==> run_1/met1.png <==
(2 px per um) Supply wires on this layer in grey.
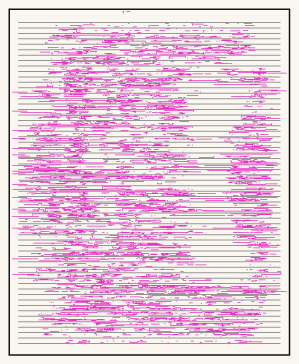
==> run_1/metal_stack.png <==
(2 px per um) Two of the layers only.
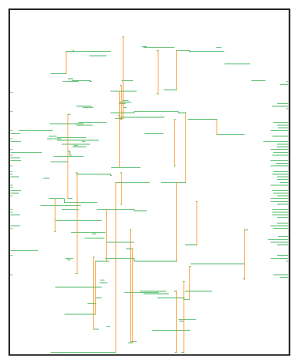
==> run_1/gate_families.png <==
(3 px per um)
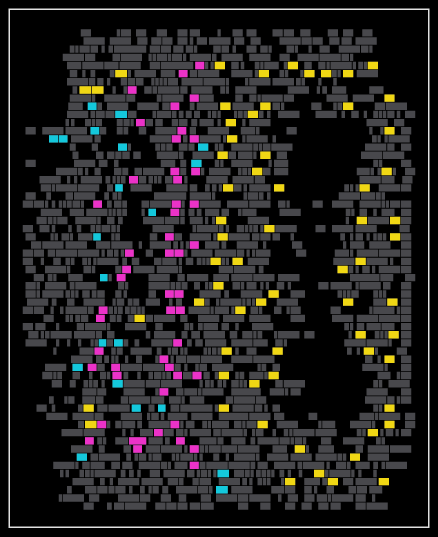
[src/rtl/fetch_unit_r32i.sv]
// RV32I instruction fetch stage: owns the PC, issues word reads to instruction memory
// and buffers returned words in a 2-entry FIFO presented to the decoder.
module fetch_unit_r32i #(
    parameter int unsigned      dataW    = 32,
    parameter logic [dataW-1:0] RESET_PC = '0
) (
    input  logic             clk,
    input  logic             rst,
    output logic             imem_req_valid,
    input  logic             imem_req_ready,
    output logic [dataW-1:0] imem_req_addr,
    input  logic             imem_rsp_valid,
    input  logic [dataW-1:0] imem_rsp_data,
    input  logic             redirect_valid,
    input  logic [dataW-1:0] redirect_pc,
    output logic             ins_valid,
    input  logic             ins_ready,
    output logic [dataW-1:0] rawIns,
    output logic [dataW-1:0] ins_pc
);

    localparam logic [0:0] StRun   = 1'b0;
    localparam logic [0:0] StFlush = 1'b1;

    logic             r_req_valid;
    logic [dataW-1:0] r_req_addr;
    logic             r_req_stale;
    logic [dataW-1:0] r_fetch_pc;
    logic [dataW-1:0] r_rsp_pc;
    logic [1:0]       r_outstanding;
    logic [1:0]       r_discard;
    logic [1:0]       r_count;
    logic [0:0]       r_state;
    logic [dataW-1:0] r_e0_data;
    logic [dataW-1:0] r_e0_pc;
    logic [dataW-1:0] r_e1_data;
    logic [dataW-1:0] r_e1_pc;

    logic             w_xfer;
    logic             w_pending;
    logic             w_drop;
    logic             w_pop;
    logic             w_push;
    logic             w_issue;
    logic [1:0]       w_out_next;
    logic [1:0]       w_disc_next;
    logic [1:0]       w_count_next;
    logic [2:0]       w_occ;
    logic [0:0]       w_state_next;
    logic [dataW-1:0] w_fetch_pc_next;
    logic [dataW-1:0] w_redirect_pc;
    logic             w_unused_pc_lsb;

    assign w_unused_pc_lsb = ^redirect_pc[1:0];

    always_comb begin
        w_xfer          = r_req_valid & imem_req_ready;
        w_pending       = r_req_valid & ~imem_req_ready;
        w_drop          = imem_rsp_valid & (r_discard != 2'd0);
        w_pop           = (r_count != 2'd0) & ins_ready;
        w_push          = imem_rsp_valid & ~w_drop & ((r_count != 2'd2) | w_pop);
        w_out_next      = r_outstanding + {1'b0, w_xfer} - {1'b0, imem_rsp_valid};
        w_redirect_pc   = {redirect_pc[dataW-1:2], 2'b00};
        w_count_next    = r_count;
        w_disc_next     = r_discard;
        w_fetch_pc_next = r_fetch_pc;
        w_state_next    = r_state;
        if (redirect_valid) begin
            // A still-unaccepted request will complete later, so its response is dropped too.
            w_count_next    = 2'd0;
            w_disc_next     = w_out_next + {1'b0, w_pending};
            w_fetch_pc_next = w_redirect_pc;
            w_state_next    = (w_disc_next != 2'd0) ? StFlush : StRun;
        end else begin
            w_count_next = r_count + {1'b0, w_push} - {1'b0, w_pop};
            w_disc_next  = r_discard - {1'b0, w_drop};
            if (w_xfer && !r_req_stale) begin
                w_fetch_pc_next = r_fetch_pc + dataW'(4);
            end
            if (r_state == StFlush && w_disc_next == 2'd0) begin
                w_state_next = StRun;
            end
        end
        w_occ   = {1'b0, w_count_next} + {1'b0, w_out_next};
        w_issue = ~w_pending & (r_state == StRun) & ~redirect_valid & (w_occ < 3'd2);
    end

    always_ff @(posedge clk) begin
        if (rst) begin
            r_req_valid   <= 1'b0;
            r_req_addr    <= RESET_PC;
            r_req_stale   <= 1'b0;
            r_fetch_pc    <= RESET_PC;
            r_rsp_pc      <= RESET_PC;
            r_outstanding <= 2'd0;
            r_discard     <= 2'd0;
            r_count       <= 2'd0;
            r_state       <= StRun;
            r_e0_data     <= '0;
            r_e0_pc       <= '0;
            r_e1_data     <= '0;
            r_e1_pc       <= '0;
        end else begin
            r_req_valid   <= w_pending | w_issue;
            if (!w_pending) begin
                r_req_addr <= w_fetch_pc_next;
            end
            // A request held across a redirect fetches an old address; it must not advance the PC.
            r_req_stale   <= redirect_valid ? w_pending : (r_req_stale & ~w_xfer);
            r_fetch_pc    <= w_fetch_pc_next;
            r_outstanding <= w_out_next;
            r_discard     <= w_disc_next;
            r_count       <= w_count_next;
            r_state       <= w_state_next;
            if (redirect_valid) begin
                r_rsp_pc <= w_redirect_pc;
            end else if (imem_rsp_valid && !w_drop) begin
                r_rsp_pc <= r_rsp_pc + dataW'(4);
            end
            if (!redirect_valid) begin
                if (w_pop) begin
                    r_e0_data <= r_e1_data;
                    r_e0_pc   <= r_e1_pc;
                end
                if (w_push) begin
                    if (r_count == 2'd0 || (r_count == 2'd1 && w_pop)) begin
                        r_e0_data <= imem_rsp_data;
                        r_e0_pc   <= r_rsp_pc;
                    end else begin
                        r_e1_data <= imem_rsp_data;
                        r_e1_pc   <= r_rsp_pc;
                    end
                end
            end
        end
    end

    assign imem_req_valid = r_req_valid;
    assign imem_req_addr  = r_req_addr;
    assign ins_valid      = (r_count != 2'd0);
    assign rawIns         = r_e0_data;
    assign ins_pc         = r_e0_pc;

endmodule
[config.mk]
export PLATFORM = sky130hd
export DESIGN_NAME = fetch_unit_r32i
export DESIGN_NICKNAME = d
export VERILOG_FILES = /design/src/rtl/fetch_unit_r32i.sv
export SDC_FILE = /design/constraint.sdc
export NUM_CORES = 1
export LEC_CHECK = 0
export CAP_MARGIN = 10
export CORE_ASPECT_RATIO = 1.25
export CORE_MARGIN = 4
export CORE_UTILIZATION = 46
export CTS_BUF_LIST = sky130_fd_sc_hd__clkbuf_8
export DETAILED_ROUTE_END_ITERATION = 10
export GPL_TIMING_DRIVEN = 0
export PLACE_DENSITY = 0.74
export REMOVE_ABC_BUFFERS = 1
export SETUP_SLACK_MARGIN = 0.05
export SYNTH_ARGS = -nofsm -noshare
export SYNTH_HDL_FRONTEND = slang
export SYNTH_SLANG_ARGS = --single-unit
[constraint.sdc]
create_clock -name clk -period 3.6 [get_ports clk]
set_clock_uncertainty 0.15 [all_clocks]
set_input_delay 1.08 -clock clk [delete_from_list [all_inputs] [get_ports clk]]
set_output_delay 1.08 -clock clk [all_outputs]
set_load 0.005 [all_outputs]
==> ci_impl_report.md, run 1 <==
## Synthesis and layout report

| Metric | Value |
|---|---|
| Status | `complete, no violations` |
| Stages on worst setup path | `10` |
| Worst reg2reg setup slack | `0.41 ns` |
| Total wire length | `24800 um` |
| Clk buf depth | `3` |
| WS Path Type | `input pin to register` |
| DIE AREA | `24000 um2` |
| Iter 0 DRT Violations | `388` |
| Vias in the first global route | `8097` |
| Yosys cell count | `1150` |
| WP data required | `3.91 ns` |
| CORE AREA | `21000 um2` |
| Num CTS Buffers | `36` |
| Overall routing resource usage | `20.2%` |
| DP Wirelength | `16500 um` |
| Insertion Delay late pin | `0.53 ns` |
| Pleak | `4.67 nW` |
| Critical-path cell list | `clkdlybuf4s50_1 -> nand2_1 -> ha_1 -> inv_1 -> ha_1 -> xnor2_2 -> inv_1 -> fa_1 -> or4_1 -> a21oi_1` |
| Clk pin slew, worst setup/hold paths | `0.07 ns` |
| Number of enable flip-flop cells | `0` |
| Yosys synthesis chip area | `9920 um2` |
| Pre-antenna DRT Iters | `5` |
| Leading cell types by count after synthesis | `dfxtp_1, nand2_1, nor2_1` |
| Number of OpenROAD warnings | `29` |
| Pin count of the biggest net entering global routing | `114` |
| # fillers | `1838` |
| Final net count | `1372` |
| Main area contributors | `dfxtp_1, nand2_1, mux2i_1` |
| Basic Gates by Area | `20.7%` |
| Hold Crit Class | `register to register` |
| Gp weighted congestion | `0.908` |
| Synthesis Warnings | `0` |
| Asr flop ratio synth | `0%` |
| Worst r2r src | `r_count[1]` |
| Initial antenna violation count | `0` |
| Worst r2r dst | `imem_req_valid` |
| Main flop type | `dfxtp_1` |
| DRC Markers | `0` |
| Placed inst area | `11800 um2` |
| Seq cells post-synth | `229` |
| Mux frac, synth | `6.61%` |
| Post_cts resized | `6` |
| Top-count cell post-synth | `dfxtp_1` |
| Reg2Reg Depth | `12` |
| Max H-tree Level | `2` |
| Highest Clock Rate | `293 MHz` |
| CP endpoint kind | `register` |
| Worst IR Drop VDD | `0.246 mV` |
| Num ports | `168` |
| Finished Cell Area | `12800 um2` |
| Most numerous logic cell after layout | `dfxtp_1` |
| Chip Width | `139 um` |
| Crit path DAT | `3.72 ns` |
| Clock Tree Root | `clkbuf_8` |
| MI comb area | `5000 um2` |
| Overflow after GRT | `0` |
| Vias | `8631` |
| DR WL/cell | `15.6 um` |
| Slew @ Worst Pin | `1.04 ns` |
| Hold-fix buffers, CTS | `0` |
| Syn Area/Cell | `8.62 um2` |
| Ant diodes | `0` |
## Picture notes: met1.png
share of all routed wire: 43%
longest straight run: 34.5 um
wire length on this layer: 10600 um
main direction: horizontal
nets with wire on the layer: 1267

## Picture notes: metal_stack.png
legend:
  met3:
    colour: green
    wire_length: 1310 um
  met4:
    colour: orange
    wire_length: 782 um

## Picture notes: gate_families.png
legend:
  XOR/XNOR gates:
    colour: magenta
    cells: 49
    where: a column down the middle
  multiplexers:
    colour: yellow
    cells: 65
  AND-OR and OR-AND gates:
    colour: cyan
    cells: 21

==> run 1: worst register-to-register path, stage by stage (launching register included) <==
cell and delay, ns:
dfxtp_1 0.39, or2_2 0.36, nand2_4 0.14, inv_1 0.06, ha_1 0.27, inv_1 0.04
ha_1 0.18, xor2_1 0.15, xnor2_1 0.21, nor2_1 0.09, fa_1 0.46, or4_1 0.48
a21oi_1 0.16
==> run 1: final cells by class <==
type,instances,area share (%)
clock buffer,49,5.28
timing repair buffer,185,15.2
multi-input combinational,825,39.1
clock inverter,13,1.28
tap,274,2.68
inverter,15,0.470
timing repair inverter,1,0.0392
sequential,229,35.9
==> run 1: power breakdown <==
part	internal (W)	switching, W	leakage [nW]	total, W
clock network	0.00150	0.00101	0.444	0.00251
logic	0.000753	0.000691	2.35	0.00144
registers	0.00277	0.000166	1.88	0.00293
==> run 1: routing by layer <==
layer	wire length (um)	GRT usage, %	vias to the layer above	part of all wire [%]
li1	-	-	4309	-
met2	12100	34.6	251	49
met5	0	0	-	0
met4	782	8.13	0	3.2
met3	1310	3.49	53	5.3
met1	10600	25.5	4018	43
==> run 1: stage by stage <==
step | hold WS (ns) | power [W] | utilization [%] | cells | worst slack, ns
6_report | 0.299 | 0.00688 | 60.7 | 1591 | 0.187
3_3_place_gp | 0.285 | 0.00435 | 54.9 | 1507 | -7.07
5_1_grt | 0.322 | 0.00723 | 60.7 | 1591 | 0.0606
4_1_cts | 0.303 | 0.00694 | 60.5 | 1588 | 0.0593
3_5_place_dp | 0.293 | 0.00438 | 56.2 | 1519 | -1.32
2_1_floorplan | 0.276 | 0.00371 | - | 1068 | -2.37
==> run 2: changes to the inputs <==
CTS_CLUSTER_SIZE = 10   (was not set)
==> run_2/gate_families.png <==
(3 px per um)
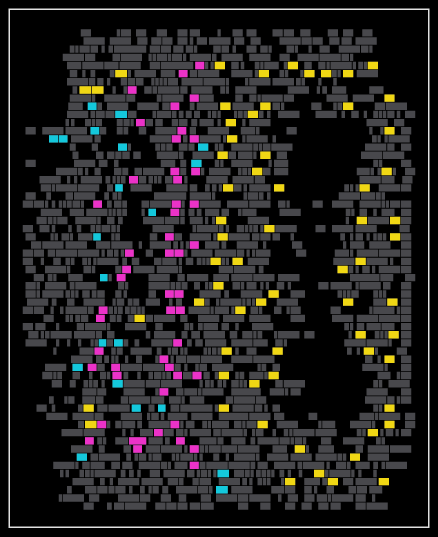
legend:
  multiplexers:
    colour: yellow
    cells: 65
  XOR/XNOR gates:
    colour: magenta
    cells: 49
    where: a column down the middle
  AND-OR and OR-AND gates:
    colour: cyan
    cells: 21

==> ci_impl_report.md, run 2 <==
## Synthesis and layout report

| Metric | Value |
|---|---|
| Status | `complete, no violations` |
| Insertion Delay late pin | `0.53 ns (about the same)` |
| Vias per cell | `5.42` |
| Gp weighted congestion | `0.908 (unchanged)` |
| DR WL/cell | `15.6 um (unchanged)` |
| Clock tree sinks | `229` |
| WS Path Type | `input pin to register` |
| Leading cell types by count after synthesis | `dfxtp_1, nand2_1, nor2_1` |
| Clk buf depth | `3 (unchanged)` |
| P_comb | `0.00144 W (about the same)` |
| Number of enable flip-flop cells | `0 (unchanged)` |
| CTS tree | `done` |
| Num ports | `168 (unchanged)` |
| Total wire length | `24800 um (unchanged)` |
| Power Clock | `0.00251 W (about the same)` |
| Met3 routed WL | `1310 um (unchanged)` |
| Initial antenna violation count | `0 (unchanged)` |
| XOR/XNOR Area Share | `4.33%` |
| Die y size | `172 um` |
| Final net count | `1372 (unchanged)` |
| Basic Gates by Area | `20.7% (unchanged)` |
| Main area contributors | `dfxtp_1, nand2_1, mux2i_1` |
| Max-area cell share | `46.2%` |
| Worst IR Drop VDD | `0.246 mV (unchanged)` |
| Pleak | `4.67 nW (unchanged)` |
| DRC Markers | `0 (unchanged)` |
| DRT met1 WL | `10600 um (unchanged)` |
| Worst setup margin | `0.187 ns (unchanged)` |
| Final setup violation count | `0` |
| First-pass GRT wire length | `40500 um` |
| Adder Area Share | `1.21%` |
| CP endpoint kind | `register` |
| Chip Width | `139 um (unchanged)` |
| RSZ-0062 raised after global routing | `false` |
| Vias | `8631 (unchanged)` |
| Syn Area/Cell | `8.62 um2 (unchanged)` |
| AO/OA Area Share | `16.8%` |
| Hold Crit Class | `register to register` |
| Mapped Area | `9920 um2` |
| Clock period minus final worst setup slack | `3.41 ns` |
| Sw Ratio | `27.1% (unchanged)` |
| Vias in the first global route | `8097 (unchanged)` |
| Max H-tree Level | `2 (unchanged)` |
| Pre-antenna DRT Iters | `5 (unchanged)` |
| Startpoint types | `input pin` |
| Mux frac, synth | `6.61% (unchanged)` |
| # fillers | `1838 (unchanged)` |
| DR top layer | `met4` |
| Highest Clock Rate | `293 MHz (unchanged)` |
| Clk pin slew, worst setup/hold paths | `0.07 ns (about the same)` |
| Top-count cell post-synth | `dfxtp_1` |
| Maxcap violations | `0` |
| Post-synth seq share | `46.2%` |
| Most numerous logic cell after layout | `dfxtp_1` |
| Logic pwr share | `21.0% (about the same)` |
| IO Port Bufs | `165` |
| Dominant power group | `registers` |
| Switch Pwr | `0.00186 W (unchanged)` |
| DP Wirelength | `16500 um (unchanged)` |
| Post-layout period usage | `94.8%` |
| Top cells excl fill/tap | `dfxtp_1, nand2_1, clkdlybuf4s50_1, nor2_1, a21oi_1` |
| CORE AREA | `21000 um2 (unchanged)` |
| Final Power | `0.00688 W (unchanged)` |
| Max FO, Critical Path | `6` |
| DP Worst Slack | `-1.32 ns (unchanged)` |
| Slew @ Worst Pin | `1.04 ns (unchanged)` |
| Leading area contributor after synthesis | `dfxtp_1` |
| Sequential fraction of design power | `42.6% (about the same)` |
| Area Overhead vs Synth | `28.8%` |
| Fin. Hold Viols | `0` |
| Power per cell area | `539 nW/um2` |
| Clock Tree Root | `clkbuf_8` |
| Yosys cell count | `1150 (unchanged)` |
| Overflow after GRT | `0 (unchanged)` |
| Yosys synthesis chip area | `9920 um2 (unchanged)` |
| Share of cells above drive strength 1 | `8.58%` |
| Iter 0 DRT Violations | `388 (unchanged)` |
| Pin count of the biggest net entering global routing | `114 (unchanged)` |
| Seq cells post-synth | `229 (unchanged)` |
| Final Max-Slew Violation Tally | `0` |
| Number of OpenROAD warnings | `29 (unchanged)` |
| Netlist cell types | `54` |
| Num CTS Buffers | `36 (unchanged)` |
| Int Power | `0.00502 W (unchanged)` |
| Ant diodes | `0 (unchanged)` |
| Seq pwr | `0.00293 W (about the same)` |
| WP data required | `3.91 ns (about the same)` |
| Final Non-Filler Cells | `1591 (unchanged)` |
| Post-route ant nets | `0` |
| WL met2 | `12100 um (unchanged)` |
| Initial Util | `47.1%` |
| Synthesis Warnings | `0 (unchanged)` |
| Post-placement cell count | `1519 (unchanged)` |
| Main flop type | `dfxtp_1` |
| DIE AREA | `24000 um2 (unchanged)` |
| Max-Slew Margin vs Limit | `30.6%` |
| Top logic family | `simple AND/OR/NAND/NOR gates` |
| Standard-cell row count | `59` |
| Post-Syn Instances | `1150` |
| Power share of the clock group | `36.4% (about the same)` |
| Asr flop ratio synth | `0% (unchanged)` |
| Crit path DAT | `3.72 ns (about the same)` |
==> run_2/final_congestion.png <==
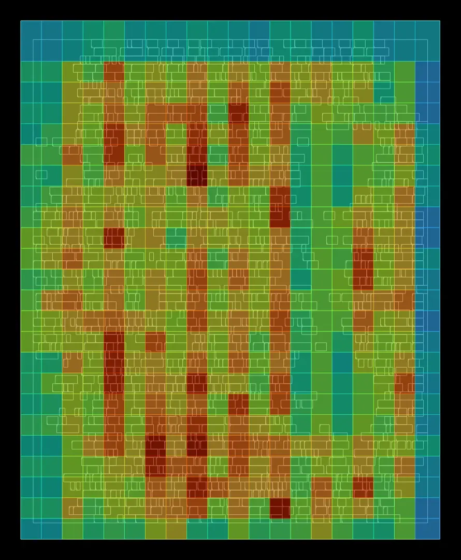
overall routing resource usage: 20.2%
grt peak-use layer: met2

## run 2: cell counts in the layout (fill, tap and decap cells not counted)
No cell type changed its count.
## run 2: repair_timing
action	in CTS	in global routing
pin swaps	2	2
setup buffers	5	3
endpoints found under the setup margin	66	13
gates resized	6	4
gates cloned	2	0
hold buffers	0	0
## run 2: worst max-delay path, stage by stage
cell and delay [ns]:
clkdlybuf4s50_1 0.59, nand2_1 0.12, ha_1 0.29, inv_1 0.04
ha_1 0.20, xnor2_2 0.23, inv_1 0.09, fa_1 0.47
or4_1 0.48, a21oi_1 0.16
## run 2: cell type report
class | instances | area (um2) | share of cell area (%)
timing repair buffer | 185 | 1940 | 15.2
multi-input combinational | 825 | 5000 | 39.1
timing repair inverter | 1 | 5.00 | 0.0392
clock inverter | 13 | 164 | 1.28
clock buffer | 49 | 674 | 5.28
tap | 274 | 343 | 2.68
inverter | 15 | 60.1 | 0.470
sequential | 229 | 4580 | 35.9
## run 2: metrics by stage
step                cell area, um2  setup TNS (ns)  hold slack (ns)  util (%)
floorplan                     9560         -254.84            0.276         -
global placement             11600        -1132.11            0.285      54.9
detailed placement           11800          -84.56            0.293      56.2
CTS                          12700               0            0.303      60.5
global route                 12800               0            0.322      60.7
finish                       12800               0            0.299      60.7
## run 2: worst paths after layout
kind | start | endpoint | slack (ns) | depth (start not counted)
max reg2reg | r_count[1] | imem_req_valid | 0.41 | 12
min reg2reg | r_fetch_pc[0] | r_fetch_pc[0] | 0.30 | 2
max | imem_req_ready | imem_req_valid | 0.19 | 10
min | r_fetch_pc[0] | r_fetch_pc[0] | 0.30 | 2
## run 2: layer usage
layer / GRT usage [%] / vias to the layer above
met1: 25.5 / 4018
met3: 3.49 / 53
met4: 8.13 / 0
met2: 34.6 / 251
met5: 0 / -
li1: - / 4309
==> run_2/metal_stack.png <==
(2 px per um) Two of the layers only.
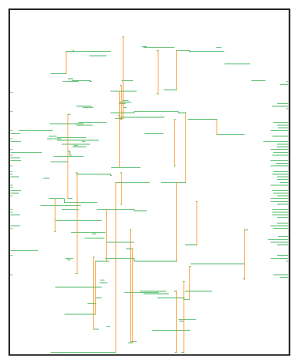

==> run 3: changes to the inputs <==
MAX_ROUTING_LAYER = met4   (was not set)
==> run_3/metal_stack.png <==
(2 px per um) Two of the layers only.
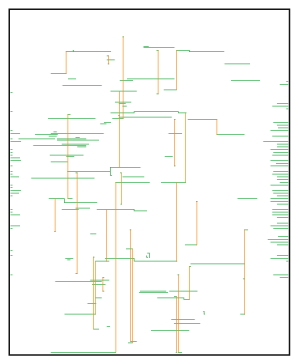
legend:
  met3:
    colour: green
    wire_length: 1360 um
  met4:
    colour: orange
    wire_length: 794 um

==> run_3/met1.png <==
(2 px per um) Supply wires on this layer in grey.
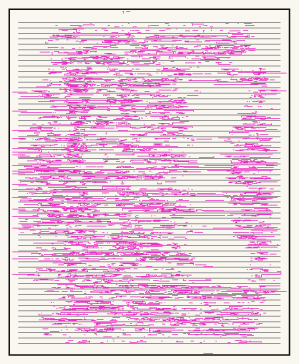
longest straight run: 36.3 um
nets with wire on the layer: 1269
share of all routed wire: 43%
wire length on this layer: 10600 um

==> ci_impl_report.md, run 3 <==
## Synthesis and layout report

| Metric | Value |
|---|---|
| Grt peak-use layer | `met2` |
| Chip Width | `139 um (unchanged)` |
| Maxcap violations | `0 (unchanged)` |
| Ant diodes | `0 (unchanged)` |
| Asr flop ratio synth | `0% (unchanged)` |
| DRC Markers | `0 (unchanged)` |
| Crit path DAT | `3.72 ns (about the same)` |
| WP data required | `3.91 ns (about the same)` |
| Power per cell area | `539 nW/um2 (about the same)` |
| Iter 0 DRT Violations | `406 (+4.6%)` |
| Num CTS Buffers | `36 (unchanged)` |
| Vias per cell | `5.43 (about the same)` |
| CP endpoint kind | `register` |
| Final setup violation count | `0 (unchanged)` |
| DIE AREA | `24000 um2 (unchanged)` |
| Setup TNS | `0 ns (unchanged)` |
| Standard-cell row count | `59 (unchanged)` |
| Initial Util | `47.1% (unchanged)` |
| Netlist cell types | `54 (unchanged)` |
| Buf+Inv Stages, Crit Path | `3 (unchanged)` |
| Post-synth seq share | `46.2% (unchanged)` |
| Post-placement cell count | `1519 (unchanged)` |
| Overall routing resource usage | `20.8% (+0.62 points)` |
| Post-route ant nets | `0 (unchanged)` |
| Number of OpenROAD warnings | `29 (unchanged)` |
| DP Wirelength | `16500 um (unchanged)` |
| RSZ-0062 raised after global routing | `false` |
| Finished Cell Area | `12800 um2 (unchanged)` |
| Top cells excl fill/tap | `dfxtp_1, nand2_1, clkdlybuf4s50_1, nor2_1, a21oi_1` |
| Top logic family | `simple AND/OR/NAND/NOR gates` |
| Final Non-Filler Cells | `1591 (unchanged)` |
| AO/OA Area Share | `16.8% (unchanged)` |
| Final Max-Slew Violation Tally | `0 (unchanged)` |
| Top-count cell post-synth | `dfxtp_1` |
| Hold Path Cell Cnt | `2 (unchanged)` |
| Leading cell types by count after synthesis | `dfxtp_1, nand2_1, nor2_1` |
| Seq cells post-synth | `229 (unchanged)` |
| Hold-fix buffers, CTS | `0 (unchanged)` |
| Clk buf depth | `3 (unchanged)` |
| Crit path max-delay family | `adder cells` |
| Hold Crit Class | `register to register` |
| Synthesis Warnings | `0 (unchanged)` |
| Clock Tree Root | `clkbuf_8` |
| Status | `complete, no violations` |
| Pre-antenna DRT Iters | `5 (unchanged)` |
| Max FO, Critical Path | `6 (unchanged)` |
| Die y size | `172 um (unchanged)` |
| Clock tree sinks | `229 (unchanged)` |
| Reg2Reg Depth | `12 (unchanged)` |
| Yosys cell count | `1150 (unchanged)` |
| Fin. Hold Viols | `0 (unchanged)` |
| Leading area contributor after synthesis | `dfxtp_1` |
| Worst r2r dst | `imem_req_valid` |
| CP max stage cell | `clkdlybuf4s50_1` |
| M3 GR Usage | `3.37% (-0.11 points)` |
| Startpoint types | `input pin` |
| Yosys synthesis chip area | `9920 um2 (unchanged)` |
| Worst setup startpoint | `imem_req_ready` |
| Clock period minus final worst setup slack | `3.41 ns (-0.00164 ns)` |
| Syn Area/Cell | `8.62 um2 (unchanged)` |
| Main area contributors | `dfxtp_1, nand2_1, mux2i_1` |
| Met1 usage | `25.7% (+0.21 points)` |
| Vias | `8635 (+0.046%)` |
| Grt met2 use | `34.4% (-0.13 points)` |
| Mapped Area | `9920 um2 (unchanged)` |
| Basic Gates by Area | `20.7% (unchanged)` |
| CORE AREA | `21000 um2 (unchanged)` |
| Placed inst area | `11800 um2 (unchanged)` |
| First-pass GRT wire length | `40500 um (about the same)` |
| Pin count of the biggest net entering global routing | `114 (unchanged)` |
| Max H-tree Level | `2 (unchanged)` |
| Crit-path max cell delay | `0.59 ns (about the same)` |
| Post-Syn Instances | `1150 (unchanged)` |
| Area Overhead vs Synth | `28.8% (unchanged)` |
| Mux frac, synth | `6.61% (unchanged)` |
| Worst r2r src | `r_count[1]` |
| Number of enable flip-flop cells | `0 (unchanged)` |
| Slew @ Worst Pin | `1.05 ns (+0.0172 ns)` |
| Final net count | `1372 (unchanged)` |
| Main flop type | `dfxtp_1` |
| WS Path Type | `input pin to register` |
| Final hold slack | `0.299 ns (+0.00000100 ns)` |
| Share of cells above drive strength 1 | `8.58% (unchanged)` |
## run 3: cell counts in the layout (fill, tap and decap cells not counted)
Identical to the previous run, type by type.
## run 3: power by group
group	internal, W	switching [W]	total [W]
Sequential	0.00277	0.000166	0.00293
Clock	0.00150	0.00101	0.00251
Combinational	0.000753	0.000691	0.00144
Total	0.00502	0.00186	0.00688
## run 3: metrics by stage
step / setup WS [ns] / utilization [%]
floorplan: -2.37 / -
global placement: -7.07 / 54.9
detailed placement: -1.32 / 56.2
CTS: 0.0593 / 60.5
global route: 0.0606 / 60.7
finish: 0.188 / 60.7
## run 3: per-layer routing
layer  wire, um  part of all wire (%)  vias to the layer above
li1           -                     -                     4316
met3       1360                   5.5                       56
met5          0                     0                        -
met4        794                   3.2                        0
met1      10600                    43                     4007
met2      12000                    48                      256
## run 3: timing repair
item	in CTS	in global routing
hold endpoints to repair	0	0
gates cloned	2	0
gates resized	6	4
endpoints found under the setup margin	66	13
buffers inserted	5	3
pin swaps	2	2
## run 3: worst min path at each step
stage,start,endpoint,slack [ns]
final,r_fetch_pc[0],r_fetch_pc[0],0.30
after global routing,r_e1_data[6],r_e1_data[6],0.32
after CTS,r_fetch_pc[0],r_fetch_pc[0],0.30
after detailed placement,r_fetch_pc[0],r_fetch_pc[0],0.29
after global placement,r_fetch_pc[1],r_fetch_pc[1],0.28
after floorplan,r_fetch_pc[0],r_fetch_pc[0],0.28
## run 3: tightest hold or removal path, cell delays in order, from the launching register on
cell	delay, ns
dfxtp_1	0.30
nand2_1	0.07
nor2_1	0.04
## run 3: final cells by class
type | count | area, um2
fillers | 1838 | 8260
multi-input cells | 825 | 5000
flip-flops and latches | 229 | 4580
repair buffers | 185 | 1940
clock buffers | 49 | 674
well taps | 274 | 343
clock inverters | 13 | 164
inverters | 15 | 60.1
repair inverters | 1 | 5.00
Power is estimated from default activity; no workload was simulated.
